<file path="src/rtl/bram_stream_fifo_ctrl_if.sv">
// Stream and BRAM-port bundle for the BRAM-backed streaming FIFO controller.
// The master modport is the controller's view; slave is the surrounding logic's view.
interface bram_stream_fifo_ctrl_if #(
  parameter int DATA_WIDTH = 64,
  parameter int ADDR_W     = 9
);
  logic [DATA_WIDTH-1:0] s_data;
  logic                  s_valid;
  logic                  s_ready;
  logic [DATA_WIDTH-1:0] m_data;
  logic                  m_valid;
  logic                  m_ready;
  logic [ADDR_W-1:0]     ram_addra;
  logic [DATA_WIDTH-1:0] ram_dina;
  logic                  ram_wren;
  logic [ADDR_W-1:0]     ram_addrb;
  logic                  ram_rden;
  logic [DATA_WIDTH-1:0] ram_doutb;
  logic [ADDR_W+1:0]     level;

  modport master (
    input  s_data, s_valid, m_ready, ram_doutb,
    output s_ready, m_data, m_valid, ram_addra, ram_dina, ram_wren, ram_addrb, ram_rden, level
  );

  modport slave (
    output s_data, s_valid, m_ready, ram_doutb,
    input  s_ready, m_data, m_valid, ram_addra, ram_dina, ram_wren, ram_addrb, ram_rden, level
  );
endinterface

</file>
<file path="src/rtl/bram_stream_fifo_ctrl.sv">
// Valid/ready FIFO controller around a simple dual-port BRAM with a 1-cycle registered read,
// using a 2-entry output buffer to absorb the read latency.
module bram_stream_fifo_ctrl #(
  parameter int DATA_WIDTH = 64,
  parameter int DEPTH      = 512
) (
  input  logic                    clk,
  input  logic                    rst,
  bram_stream_fifo_ctrl_if.master bus
);
  localparam int ADDR_W = $clog2(DEPTH);
  localparam int PTR_W  = ADDR_W + 1;
  localparam int LVL_W  = ADDR_W + 2;

  logic [PTR_W-1:0]      wr_ptr_reg;
  logic [PTR_W-1:0]      rd_ptr_reg;
  logic [PTR_W-1:0]      ram_occ;
  logic                  inflight_reg;
  logic [1:0]            ob_cnt_reg;
  logic                  ob_head_reg;
  logic                  ob_tail;
  logic [DATA_WIDTH-1:0] ob_reg [2];
  logic [LVL_W-1:0]      level_reg;
  logic [LVL_W-1:0]      level_next;
  logic                  full;
  logic                  wren;
  logic                  rden;
  logic                  pop;
  logic [2:0]            credit;

  always_comb begin
    ram_occ    = wr_ptr_reg - rd_ptr_reg;
    full       = (ram_occ == PTR_W'(DEPTH));
    // Reset blocks BRAM traffic so memory contents survive a reset untouched
    wren       = bus.s_valid && !full && !rst;
    pop        = (ob_cnt_reg != 2'd0) && bus.m_ready;
    // Occupancy of buffer after this edge; a read may only issue if it leaves room
    credit     = 3'(ob_cnt_reg) + 3'(inflight_reg) - 3'(pop);
    rden       = (ram_occ != '0) && (credit < 3'd2) && !rst;
    ob_tail    = ob_head_reg ^ ob_cnt_reg[0];
    level_next = level_reg + LVL_W'(wren) - LVL_W'(pop);
  end

  always_ff @(posedge clk) begin
    if (rst) begin
      wr_ptr_reg   <= '0;
      rd_ptr_reg   <= '0;
      inflight_reg <= 1'b0;
      ob_cnt_reg   <= 2'd0;
      ob_head_reg  <= 1'b0;
      level_reg    <= '0;
    end else begin
      if (wren) wr_ptr_reg <= wr_ptr_reg + 1'b1;
      if (rden) rd_ptr_reg <= rd_ptr_reg + 1'b1;
      inflight_reg <= rden;
      ob_cnt_reg   <= credit[1:0];
      if (pop) ob_head_reg <= ~ob_head_reg;
      level_reg    <= level_next;
    end
  end

  generate
    for (genvar gi = 0; gi < 2; gi++) begin : g_ob
      always_ff @(posedge clk) begin
        if (inflight_reg && (ob_tail == 1'(gi))) ob_reg[gi] <= bus.ram_doutb;
      end
    end
  endgenerate

  assign bus.s_ready   = !full;
  assign bus.m_valid   = (ob_cnt_reg != 2'd0);
  assign bus.m_data    = ob_reg[ob_head_reg];
  assign bus.ram_addra = wr_ptr_reg[ADDR_W-1:0];
  assign bus.ram_dina  = bus.s_data;
  assign bus.ram_wren  = wren;
  assign bus.ram_addrb = rd_ptr_reg[ADDR_W-1:0];
  assign bus.ram_rden  = rden;
  assign bus.level     = level_reg;
endmodule

</file>
<file path="src/flat_wrapper.sv">
// flat-port wrapper written by rule: the top's interface ports become plain ports
module bram_stream_fifo_ctrl_flat 
#(
  parameter int DATA_WIDTH = 64,
  parameter int DEPTH      = 512
)
  (clk, rst, bus_s_data, bus_s_valid, bus_m_ready, bus_ram_doutb, bus_s_ready, bus_m_data, bus_m_valid, bus_ram_addra, bus_ram_dina, bus_ram_wren, bus_ram_addrb, bus_ram_rden, bus_level);
  bram_stream_fifo_ctrl_if #(.DATA_WIDTH(DATA_WIDTH), .ADDR_W((9))) bus_i ();
  input  logic clk;
  input  logic rst;
  input wire logic [$bits(bus_i.s_data)-1:0] bus_s_data;
  input wire logic [$bits(bus_i.s_valid)-1:0] bus_s_valid;
  input wire logic [$bits(bus_i.m_ready)-1:0] bus_m_ready;
  input wire logic [$bits(bus_i.ram_doutb)-1:0] bus_ram_doutb;
  output wire logic [$bits(bus_i.s_ready)-1:0] bus_s_ready;
  output wire logic [$bits(bus_i.m_data)-1:0] bus_m_data;
  output wire logic [$bits(bus_i.m_valid)-1:0] bus_m_valid;
  output wire logic [$bits(bus_i.ram_addra)-1:0] bus_ram_addra;
  output wire logic [$bits(bus_i.ram_dina)-1:0] bus_ram_dina;
  output wire logic [$bits(bus_i.ram_wren)-1:0] bus_ram_wren;
  output wire logic [$bits(bus_i.ram_addrb)-1:0] bus_ram_addrb;
  output wire logic [$bits(bus_i.ram_rden)-1:0] bus_ram_rden;
  output wire logic [$bits(bus_i.level)-1:0] bus_level;
  assign bus_i.s_data = bus_s_data;
  assign bus_i.s_valid = bus_s_valid;
  assign bus_i.m_ready = bus_m_ready;
  assign bus_i.ram_doutb = bus_ram_doutb;
  assign bus_s_ready = bus_i.s_ready;
  assign bus_m_data = bus_i.m_data;
  assign bus_m_valid = bus_i.m_valid;
  assign bus_ram_addra = bus_i.ram_addra;
  assign bus_ram_dina = bus_i.ram_dina;
  assign bus_ram_wren = bus_i.ram_wren;
  assign bus_ram_addrb = bus_i.ram_addrb;
  assign bus_ram_rden = bus_i.ram_rden;
  assign bus_level = bus_i.level;
  bram_stream_fifo_ctrl #(.DATA_WIDTH(DATA_WIDTH), .DEPTH(DEPTH)) u_core (.clk(clk), .rst(rst), .bus(bus_i));
endmodule
</file>
<file path="config.mk">
export PLATFORM = sky130hd
export DESIGN_NAME = bram_stream_fifo_ctrl_flat
export DESIGN_NICKNAME = d
export VERILOG_FILES = /design/src/rtl/bram_stream_fifo_ctrl_if.sv /design/src/rtl/bram_stream_fifo_ctrl.sv /design/src/flat_wrapper.sv
export SDC_FILE = /design/constraint.sdc
export NUM_CORES = 1
export LEC_CHECK = 0
export CORE_ASPECT_RATIO = 1.4
export CORE_MARGIN = 2
export CORE_UTILIZATION = 25
export DETAILED_ROUTE_END_ITERATION = 7
export GPL_TIMING_DRIVEN = 0
export PLACE_DENSITY = 0.56
export SYNTH_ARGS = -nofsm -noshare
export SYNTH_HDL_FRONTEND = slang
export SYNTH_SLANG_ARGS = --single-unit
export TNS_END_PERCENT = 5
</file>
<file path="constraint.sdc">
create_clock -name clk -period 4 [get_ports clk]
set_input_delay 0.6 -clock clk [delete_from_list [all_inputs] [get_ports clk]]
set_output_delay 0.6 -clock clk [all_outputs]
set_load 0.01 [all_outputs]
</file>
final_clocks.png
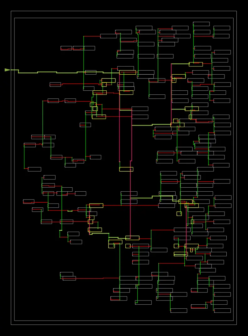
flip-flops: 164
power of the clock network: 1.59 mW

zoom.png
Scale bar: 10 um. Window x 61 to 91, y 91 to 121 um. Cells in gray, sequential cells in the stronger gray; small squares are vias.
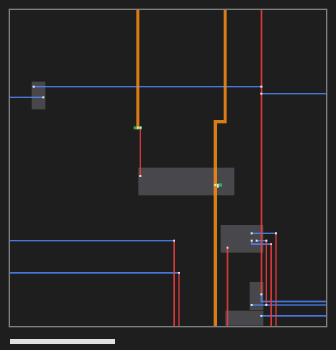
[met3] green
[met4] orange
[met1] blue
[met2] red
sequential cells in the window: 0
most frequent: clkbuf_1 (2)
cells with their middle in the window: 5

==> flow.log <==
[flow] final metrics
[metrics] placed cell count: 1190
[metrics] insertion delay to the later sink of the worst-skew pair: 0.42 ns
[metrics] tool warnings: 28
[metrics] via total after detailed routing: 5249
[metrics] Hold Vio Cnt, Final: 0
[metrics] max-capacitance violation count: 0
[metrics] final core area utilization: 0.380
[metrics] number of fillers in the final layout: 2927
[metrics] worst path buffer plus inverter count: 3
[metrics] final net count: 998
[metrics] RD Place Congestion: 0.828
[metrics] Finish-stage setup viols: 0
[metrics] data arrival time of the critical path: 4.22 ns
[metrics] number of enable-type register cells in the synthesized netlist: 128
[metrics] Max IR drop VDD: 0.272 mV
[metrics] critical-path maximum fanout: 10
[metrics] Async SR Flop Fraction: 0
[metrics] normalized max-slew margin: 0.565
[metrics] instance count of the mapped netlist: 575
[metrics] result of the run: finished, final reports clean
[metrics] CTS buffer count: 17
[metrics] all-layer global routing usage: 0.119
[metrics] Logic cell area: 2520 um2
[metrics] commonest cells in the synthesized netlist: 128 x sky130_fd_sc_hd__edfxtp_1, 83 x sky130_fd_sc_hd__buf_4, 65 x sky130_fd_sc_hd__mux2_2, 36 x sky130_fd_sc_hd__dfxtp_1, 29 x sky130_fd_sc_hd__inv_1
[metrics] x dimension of the die: 152 um
[metrics] number of cells upsized or downsized after cts: 39
[metrics] Worst path max stage delay: 0.40 ns
[metrics] final worst slack: 0.0791 ns
[metrics] power per cell area: 620 nW/um2
[metrics] Pleak: 4.17 nW
[metrics] library cell occupying the most area in the post-synthesis netlist: sky130_fd_sc_hd__edfxtp_1
[metrics] Chip Area, Yosys: 7680 um2
[metrics] WL per Instance: 15.5 um
[metrics] post-synthesis cell area: 7680 um2
[metrics] Core Box Area: 30100 um2
[metrics] final max-slew violation count: 0
[metrics] number of global-route vias before repair: 5411
[metrics] Comb power frac: 0.432
[metrics] transition time at the pin with the least slew margin: 0.652 ns
[metrics] Post-synth area hogs: sky130_fd_sc_hd__edfxtp_1 50%, sky130_fd_sc_hd__mux2_2 9.5%, sky130_fd_sc_hd__dfxtp_1 9.4%, sky130_fd_sc_hd__buf_4 8.1%, sky130_fd_sc_hd__ha_1 3.9%
[metrics] global-route wire length before repair: 29.6 mm
[metrics] total wire length after detailed routing: 19.2 mm
[metrics] Top logic family: multiplexers
[metrics] worst-case clock buffer depth: 2
[metrics] Synth Area in Compound Gates: 0.0599
[metrics] dominant cell by count in the synthesized netlist: sky130_fd_sc_hd__edfxtp_1
[metrics] GRT overflow: 0
[metrics] Post-route DRC: 0
[metrics] remaining number of nets flagged by the antenna check after routing: 0
[metrics] Primary FF master, synth: sky130_fd_sc_hd__edfxtp_1
[metrics] number of vias per cell after detailed routing: 4.24
[metrics] final non-filler cell area: 11400 um2
[metrics] power share of the sequential group: 0.344
[metrics] time the final worst path needs with I/O delays and setup: 3.92 ns
[metrics] final sum of negative setup slack: 0 ns
[metrics] number of buffers inserted by port buffering: 227
[metrics] slowest stage cell, crit path: sky130_fd_sc_hd__and4bb_4
[metrics] first-pass iteration count of the detailed router: 4
[metrics] floorplan row count: 75
[metrics] final cell count without fillers: 1239
[metrics] design internal power: 4.80 mW
[metrics] number of distinct library cells after synthesis: 59
[metrics] CTS clk-pin slew, worst paths: 0.07 ns
[metrics] die area: 32200 um2
[metrics] layout cells sized above 1: 0.313
[metrics] pre-CTS setup slack: -0.526 ns
[metrics] synthesis-to-layout area growth: 49.0%
[metrics] Ports: 293
[metrics] share of synthesized cell area in full adder, half adder and majority cells: 0.0443
[metrics] multiplexer fraction of the synthesized cell area: 0.110
[metrics] Seq cells post-synth: 164
[metrics] largest net degree at the start of global routing: 54
[metrics] sequential fraction of the synthesis area: 0.594
[metrics] Reg area: 4600 um2
[metrics] synthesized-area fraction occupied by and/or/nand/nor cells: 0.0740
[metrics] clock root buffer: sky130_fd_sc_hd__clkbuf_16
[metrics] post-synthesis share of cell area spent on xor and xnor gates: 0.0137
[metrics] endpoint kind of the worst setup timing path: register
[metrics] Req. time, crit path: 4.30 ns
[metrics] Net Sw Power: 2.30 mW
[metrics] clock sink count: 164
[metrics] share of the clock period used by the worst path after layout: 0.980
[metrics] H-tree levels: 4
[metrics] die outline height: 211 um
[metrics] clock share of power: 0.224
[metrics] worst min-delay path category: register to register
[metrics] cell area after placement: 10600 um2
[metrics] Worst path top cell family by delay: AND-OR/OR-AND gates
[metrics] total of warnings raised by yosys: 0
[metrics] TritonCTS clock tree: done
[metrics] Synth top area share: 0.500
[metrics] flip-flop count of the largest register after layout: 128
[metrics] CP startpoint kind: register
[metrics] unrepaired setup endpoints after global routing: true
[metrics] type of the worst setup path: register to register
==> worst paths after layout <==
path / startpoint / endpoint / slack (ns) / cells after the start
worst min register to register: u_core.wr_ptr_reg[9]$_SDFFE_PP0P_ / u_core.wr_ptr_reg[9]$_SDFFE_PP0P_ / 0.50 / 2
worst max register to register: u_core.wr_ptr_reg[6]$_SDFFE_PP0P_ / u_core.bus.level[10]$_SDFF_PP0_ / 0.08 / 21
worst max-delay path: u_core.wr_ptr_reg[6]$_SDFFE_PP0P_ / u_core.bus.level[10]$_SDFF_PP0_ / 0.08 / 21
worst min-delay path: u_core.wr_ptr_reg[9]$_SDFFE_PP0P_ / u_core.wr_ptr_reg[9]$_SDFFE_PP0P_ / 0.50 / 2
==> placed cells by master, fill, tap and decap left out, types with 6 or more instances in the layout <==
master	count
sky130_fd_sc_hd__nor2_1	24
sky130_fd_sc_hd__o21ai_0	9
sky130_fd_sc_hd__or3_1	8
sky130_fd_sc_hd__inv_1	23
sky130_fd_sc_hd__nor2b_1	8
sky130_fd_sc_hd__edfxtp_1	128
sky130_fd_sc_hd__a21o_1	6
sky130_fd_sc_hd__xnor2_1	7
sky130_fd_sc_hd__dfxtp_4	7
sky130_fd_sc_hd__buf_4	98
sky130_fd_sc_hd__ha_4	6
sky130_fd_sc_hd__nor3_1	6
sky130_fd_sc_hd__dfxtp_2	6
sky130_fd_sc_hd__clkbuf_1	12
sky130_fd_sc_hd__nand2b_1	6
sky130_fd_sc_hd__nand2_1	18
sky130_fd_sc_hd__dfxtp_1	23
sky130_fd_sc_hd__clkbuf_16	17
sky130_fd_sc_hd__a21oi_1	17
sky130_fd_sc_hd__ha_1	17
sky130_fd_sc_hd__mux2_2	65
sky130_fd_sc_hd__clkdlybuf4s50_1	226
==> cells by family after synthesis <==
group | after synthesis
simple gates | 105
buf+inv | 127
flops | 164
mux | 74
fa+ha+maj | 26
compound gates | 67
xor+xnor | 12
==> through the flow <==
step / hold WS (ns) / power [mW]
after global placement: 0.473 / 5.39
final: 0.504 / 7.10
after detailed placement: 0.484 / 5.43
after floorplan: 0.463 / 4.17
after CTS: 0.497 / 7.21
after global routing: 0.537 / 7.55
==> area by class of cell <==
| type | instances | share of cell area |
|---|---|---|
| Sequential cell | 164 | 0.402 |
| Multi-Input combinational cell | 284 | 0.220 |
| Timing Repair Buffer | 246 | 0.215 |
| Buffer | 98 | 0.0611 |
| Tap cell | 385 | 0.0421 |
| Clock buffer | 17 | 0.0372 |
| Clock inverter | 15 | 0.0126 |
| Inverter | 29 | 0.00973 |
| Antenna cell | 1 | 0.000219 |
==> layer usage <==
metal | GRT usage | routed length [um] | vias up
met5 | 0 | 0 | -
met3 | 0.0309 | 877 | 24
met2 | 0.216 | 10300 | 151
li1 | - | - | 2542
met1 | 0.132 | 7550 | 2532
met4 | 0.0487 | 459 | 0
==> power groups by stage <==
stage,Combinational (mW),Sequential [mW],Clock [mW]
global placement,2.87,2.52,0
CTS,3.10,2.45,1.67
floorplan,1.68,2.49,0
finish,3.06,2.44,1.59
detailed placement,2.95,2.48,0
global route,3.35,2.48,1.72
No activity file was given, so power comes from the tool's default toggle rates.
